`src/rtl/instr_encode_loader_pkg.sv`:
```
// Shared definitions for the instruction loader: instruction classes,
// MIPS primary opcodes (same values the control unit decodes) and field positions.
package instr_encode_loader_pkg;

    typedef enum logic [3:0] {
        CLS_RTYPE = 4'd0,
        CLS_ADDI  = 4'd1,
        CLS_ORI   = 4'd2,
        CLS_LUI   = 4'd3,
        CLS_BEQ   = 4'd4,
        CLS_BNE   = 4'd5,
        CLS_ANDI  = 4'd6,
        CLS_LW    = 4'd7,
        CLS_SW    = 4'd8,
        CLS_J     = 4'd9,
        CLS_JAL   = 4'd10
    } instrClass_e;

    typedef enum logic [1:0] {
        ST_IDLE,
        ST_LOAD,
        ST_FLUSH,
        ST_ERROR
    } loadState_e;

    localparam logic [5:0] OP_RTYPE = 6'h00;
    localparam logic [5:0] OP_J     = 6'h02;
    localparam logic [5:0] OP_JAL   = 6'h03;
    localparam logic [5:0] OP_BEQ   = 6'h04;
    localparam logic [5:0] OP_BNE   = 6'h05;
    localparam logic [5:0] OP_ADDI  = 6'h08;
    localparam logic [5:0] OP_ANDI  = 6'h0C;
    localparam logic [5:0] OP_ORI   = 6'h0D;
    localparam logic [5:0] OP_LUI   = 6'h0F;
    localparam logic [5:0] OP_LW    = 6'h23;
    localparam logic [5:0] OP_SW    = 6'h2B;

    localparam int OP_LSB    = 26;
    localparam int RS_LSB    = 21;
    localparam int RT_LSB    = 16;
    localparam int RD_LSB    = 11;
    localparam int SHAMT_LSB = 6;
    localparam int FUNCT_LSB = 0;

    function automatic logic [31:0] iType(input logic [5:0] op, input logic [4:0] rs,
                                          input logic [4:0] rt, input logic [15:0] imm);
        return {op, rs, rt, imm};
    endfunction

    function automatic logic [31:0] jType(input logic [5:0] op, input logic [25:0] target);
        return {op, target};
    endfunction

endpackage

```
`src/rtl/mips_instr_encode.sv`:
```
// Combinational encoder: instruction class plus decoded fields -> 32-bit MIPS word.
// Classes outside the supported set raise illegal and yield a zero word.
module mips_instr_encode
    import instr_encode_loader_pkg::*;
(
    input  logic [3:0]  instrClass,
    input  logic [4:0]  rs,
    input  logic [4:0]  rt,
    input  logic [4:0]  rd,
    input  logic [4:0]  shamt,
    input  logic [5:0]  funct,
    input  logic [15:0] imm,
    input  logic [25:0] target,
    output logic [31:0] word,
    output logic        illegal
);

    // Select the instruction format by class; unused fields are simply ignored
    always_comb begin
        word    = '0;
        illegal = 1'b0;
        case (instrClass)
            CLS_RTYPE: begin
                word[OP_LSB    +: 6] = OP_RTYPE;
                word[RS_LSB    +: 5] = rs;
                word[RT_LSB    +: 5] = rt;
                word[RD_LSB    +: 5] = rd;
                word[SHAMT_LSB +: 5] = shamt;
                word[FUNCT_LSB +: 6] = funct;
            end
            CLS_ADDI: word = iType(OP_ADDI, rs, rt, imm);
            CLS_ORI:  word = iType(OP_ORI,  rs, rt, imm);
            CLS_LUI:  word = iType(OP_LUI,  rs, rt, imm);
            CLS_BEQ:  word = iType(OP_BEQ,  rs, rt, imm);
            CLS_BNE:  word = iType(OP_BNE,  rs, rt, imm);
            CLS_ANDI: word = iType(OP_ANDI, rs, rt, imm);
            CLS_LW:   word = iType(OP_LW,   rs, rt, imm);
            CLS_SW:   word = iType(OP_SW,   rs, rt, imm);
            CLS_J:    word = jType(OP_J,   target);
            CLS_JAL:  word = jType(OP_JAL, target);
            default:  illegal = 1'b1;
        endcase
    end

endmodule

```
`src/rtl/instr_encode_loader.sv`:
```
// Program loader: accepts decoded field bundles over valid/ready, encodes each
// into a MIPS word and writes it to consecutive instruction-memory addresses.
module instr_encode_loader
    import instr_encode_loader_pkg::*;
#(
    parameter int ADDR_WIDTH = 8,
    parameter int BASE_ADDR  = 0,
    parameter int DEPTH      = 256
) (
    input  logic                  clk,
    input  logic                  reset,
    input  logic                  start,
    input  logic                  in_valid,
    output logic                  in_ready,
    input  logic [3:0]            in_class,
    input  logic [4:0]            in_rs,
    input  logic [4:0]            in_rt,
    input  logic [4:0]            in_rd,
    input  logic [4:0]            in_shamt,
    input  logic [5:0]            in_funct,
    input  logic [15:0]           in_imm,
    input  logic [25:0]           in_target,
    input  logic                  in_last,
    output logic                  mem_we,
    output logic [ADDR_WIDTH-1:0] mem_addr,
    output logic [31:0]           mem_wdata,
    output logic                  busy,
    output logic                  done,
    output logic                  error,
    output logic [ADDR_WIDTH:0]   count
);

    localparam logic [ADDR_WIDTH-1:0] FIRST_ADDR = ADDR_WIDTH'(BASE_ADDR);
    localparam logic [ADDR_WIDTH-1:0] LAST_ADDR  = ADDR_WIDTH'(BASE_ADDR + DEPTH - 1);

    loadState_e            state, nextState;
    logic [31:0]           encWord;
    logic                  encIllegal;
    logic                  accept;
    logic                  legalAccept;
    logic                  startSession;
    logic [ADDR_WIDTH-1:0] wrPtr;
    logic [ADDR_WIDTH:0]   wordCount;
    logic                  vld_p1;
    logic [31:0]           word_p1;
    logic [ADDR_WIDTH-1:0] addr_p1;
    logic                  done_p1;
    logic                  errFlag;

    mips_instr_encode u_encode (
        .instrClass (in_class),
        .rs         (in_rs),
        .rt         (in_rt),
        .rd         (in_rd),
        .shamt      (in_shamt),
        .funct      (in_funct),
        .imm        (in_imm),
        .target     (in_target),
        .word       (encWord),
        .illegal    (encIllegal)
    );

    assign in_ready     = (state == ST_LOAD);
    assign busy         = (state == ST_LOAD) || (state == ST_FLUSH);
    assign accept       = in_valid && in_ready;
    assign legalAccept  = accept && !encIllegal;
    // start only opens a session from IDLE or ERROR; inside LOAD an accept always wins
    assign startSession = start && ((state == ST_IDLE) || (state == ST_ERROR));

    // State register
    always_ff @(posedge clk or posedge reset) begin
        if (reset) begin
            state <= ST_IDLE;
        end else begin
            state <= nextState;
        end
    end

    // Next-state logic: illegal class beats last, last beats address overflow
    always_comb begin
        nextState = state;
        case (state)
            ST_IDLE:  if (start) nextState = ST_LOAD;
            ST_LOAD: begin
                if (accept) begin
                    if (encIllegal)              nextState = ST_ERROR;
                    else if (in_last)            nextState = ST_FLUSH;
                    else if (wrPtr == LAST_ADDR) nextState = ST_ERROR;
                end
            end
            ST_FLUSH: nextState = ST_IDLE;
            ST_ERROR: if (start) nextState = ST_LOAD;
            default:  nextState = ST_IDLE;
        endcase
    end

    // Session control: write pointer, word count, done pulse and sticky error
    always_ff @(posedge clk or posedge reset) begin
        if (reset) begin
            wrPtr     <= FIRST_ADDR;
            wordCount <= '0;
            done_p1   <= 1'b0;
            errFlag   <= 1'b0;
        end else begin
            done_p1 <= (state == ST_FLUSH);
            if (startSession) begin
                wrPtr     <= FIRST_ADDR;
                wordCount <= '0;
                errFlag   <= 1'b0;
            end else begin
                if (legalAccept) begin
                    wrPtr     <= wrPtr + ADDR_WIDTH'(1);
                    wordCount <= wordCount + (ADDR_WIDTH + 1)'(1);
                end
                if ((state == ST_LOAD) && (nextState == ST_ERROR)) errFlag <= 1'b1;
            end
        end
    end

    // p0 -> p1: accepted word is registered and presented to memory one cycle later;
    // between writes the address output rests on the next free address
    always_ff @(posedge clk or posedge reset) begin
        if (reset) begin
            vld_p1  <= 1'b0;
            word_p1 <= '0;
            addr_p1 <= FIRST_ADDR;
        end else begin
            vld_p1  <= legalAccept;
            addr_p1 <= startSession ? FIRST_ADDR : wrPtr;
            if (legalAccept) word_p1 <= encWord;
        end
    end

    assign mem_we    = vld_p1;
    assign mem_wdata = word_p1;
    assign mem_addr  = addr_p1;
    assign done      = done_p1;
    assign error     = errFlag;
    assign count     = wordCount;

endmodule

```
`config.mk`:
```
export PLATFORM = sky130hd
export DESIGN_NAME = instr_encode_loader
export DESIGN_NICKNAME = d
export VERILOG_FILES = /design/src/rtl/instr_encode_loader_pkg.sv /design/src/rtl/mips_instr_encode.sv /design/src/rtl/instr_encode_loader.sv
export SDC_FILE = /design/constraint.sdc
export NUM_CORES = 1
export LEC_CHECK = 0
export ABC_AREA = 0
export CAP_MARGIN = 20
export CORE_ASPECT_RATIO = 2
export CORE_UTILIZATION = 38
export CTS_CLUSTER_SIZE = 14
export DETAILED_ROUTE_END_ITERATION = 7
export GPL_TIMING_DRIVEN = 0
export PLACE_DENSITY = 0.87
export SYNTH_ARGS = -nofsm -noshare
export SYNTH_HDL_FRONTEND = slang
export SYNTH_SLANG_ARGS = --single-unit
```
`constraint.sdc`:
```
create_clock -name clk -period 1.88 [get_ports clk]
set_input_delay 0.188 -clock clk [delete_from_list [all_inputs] [get_ports clk]]
set_output_delay 0.188 -clock clk [all_outputs]
set_load 0.02 [all_outputs]
```
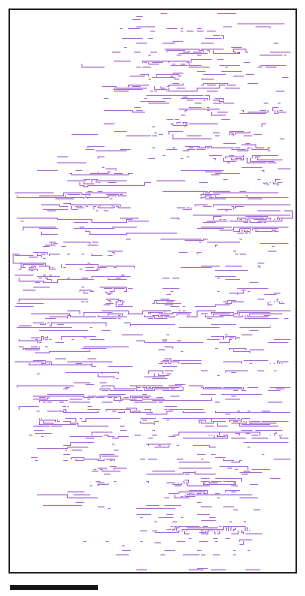
Figure 1: M1 wires.
The bar under the picture is 20 um long.
448 nets have wire on it. The layer carries 3,030 um of wire. The wires run mostly horizontal.
via count: 2,850
GRT met1 Usage: 20.20%
Total Wirelength: 8740 um

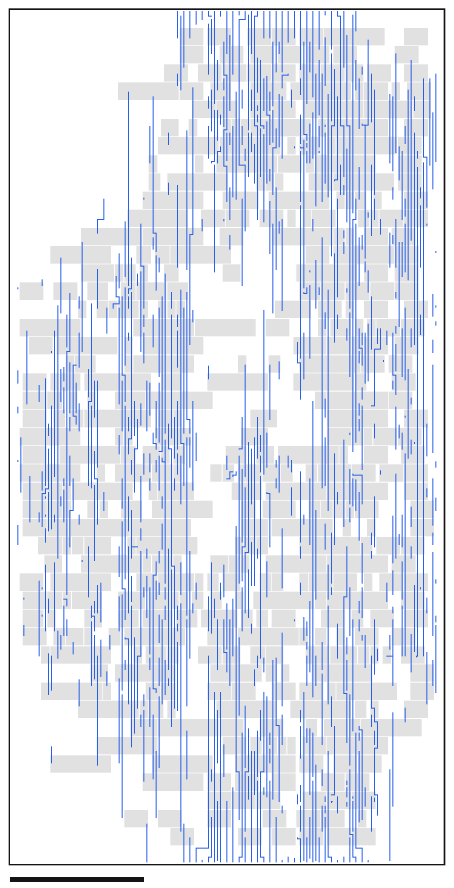
Figure 2: metal 2.
The bar under the picture is 20 um long.
The layer holds 58% of the routed length. The longest straight run is 73.8 um. The wires run mostly vertical. 466 nets have wire on it. The layer carries 5,040 um of wire.
M2 GR Usage: 41.30%

==> results.cfg <==
; implementation run metrics
[hold_path]
hp-class = in2async

[placement]
placed_area_um2 = 4436
dp_hpwl_um = 6808
dp.cells = 518
dp_slack_ns = -0.3293
place.gp.congestion = 0.7745

[synthesis]
syn_inst = 294
yosys.cell_types.count = 42
edf_count = 0
synthArstFlopShare_pct = 100.0
top_cells_by_count = dfrtp_1, nor2_1, nand2_1, o21ai_1, a222oi_1
ys_ff = 61

[die]
die_h_um = 127.7
io_pins = 131
rows = 45
fp_util_pct = 39.52

[power]
irDropWorstVdd_mv = 1.071
pg_comb_w = 0.00249
leakagePower_nw = 1.971
pwr-share-comb_pct = 42.1
power_clock_w = 0.00150

[finish]
final_layout_top_logic_cells = clkdlybuf4s50_1, dfrtp_1, nor2_1
register_area_um2 = 1526
largest_cell_class = sequential cells
buffers = 151
largest_reg_flops = 31
fin_util_pct = 62.91
final_cell_area_um2 = 4782
clock_area_share_pct = 5.835
area_delta_synth_final_pct = 59.18
lay_top_count = clkdlybuf4s50_1

[worst_setup_path]
path_buffers = 1
endpoint_kind = register
start_kind = input port
ff2ff_path_depth = 8
critPathLaunch = in_class[0]
worstReg2RegEnd = mem_wdata[18]$_DFFE_PP0P_
critPathKind = in2reg
endpoint = wrPtr[7]$_DFFE_PP0P_
cp.arrival_ns = 2.02
worstPathCellList = clkdlybuf4s50_1 > a21o_4 > a2111oi_4 > and3_1 > mux2_1
critPathRequiredTime_ns = 2.08

[sta]
fmax_mhz = 548.1
finalHoldViolCount = 0
skew_ns = 0.004398
final.hold.worst_slack_ns = 0.2948
relSlewSlack_pct = 54.64
finalSetupViolCount = 0

[clocking]
cts-root-buf = clkbuf_16
clockBufferDepth = 2
hold_buffers = 0

[route]
dr.max_layer_used = met4
met1Wirelength_um = 3031
route.met3.wl_um = 455
wl_met2_um = 5037
antenna_left = 0

[run_status]
status = complete, no violations

[grt]
grt_max_degree = 32
grt_pass1_wl_um = 13230
globalRouteOverflowTotal = 0
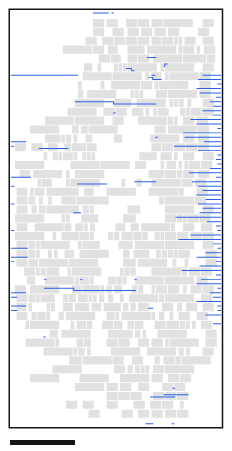
Figure 3: M3 wires.
The bar under the picture is 20 um long.
The wires run mostly horizontal. 83 nets have wire on it. The longest straight run is 20.2 um. The layer holds 5.2% of the routed length. The layer carries 456 um of wire.
met3 usage: 4.715%

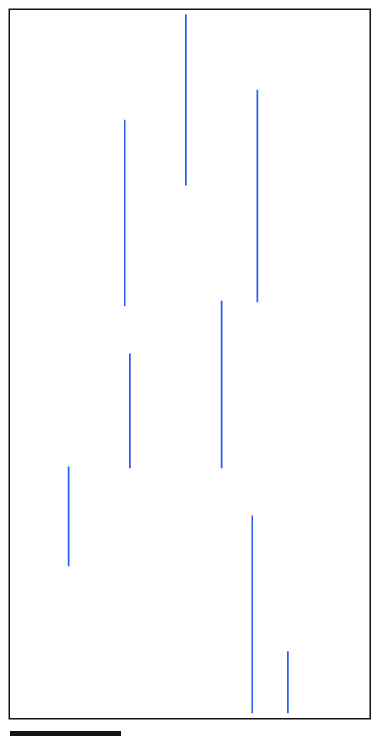
Figure 4: M4 wires.
The bar under the picture is 20 um long.
The wires run mostly vertical. The longest straight run is 38.1 um. 6 nets have wire on it. The layer carries 216 um of wire.

Power and IR drop assume default switching activity.
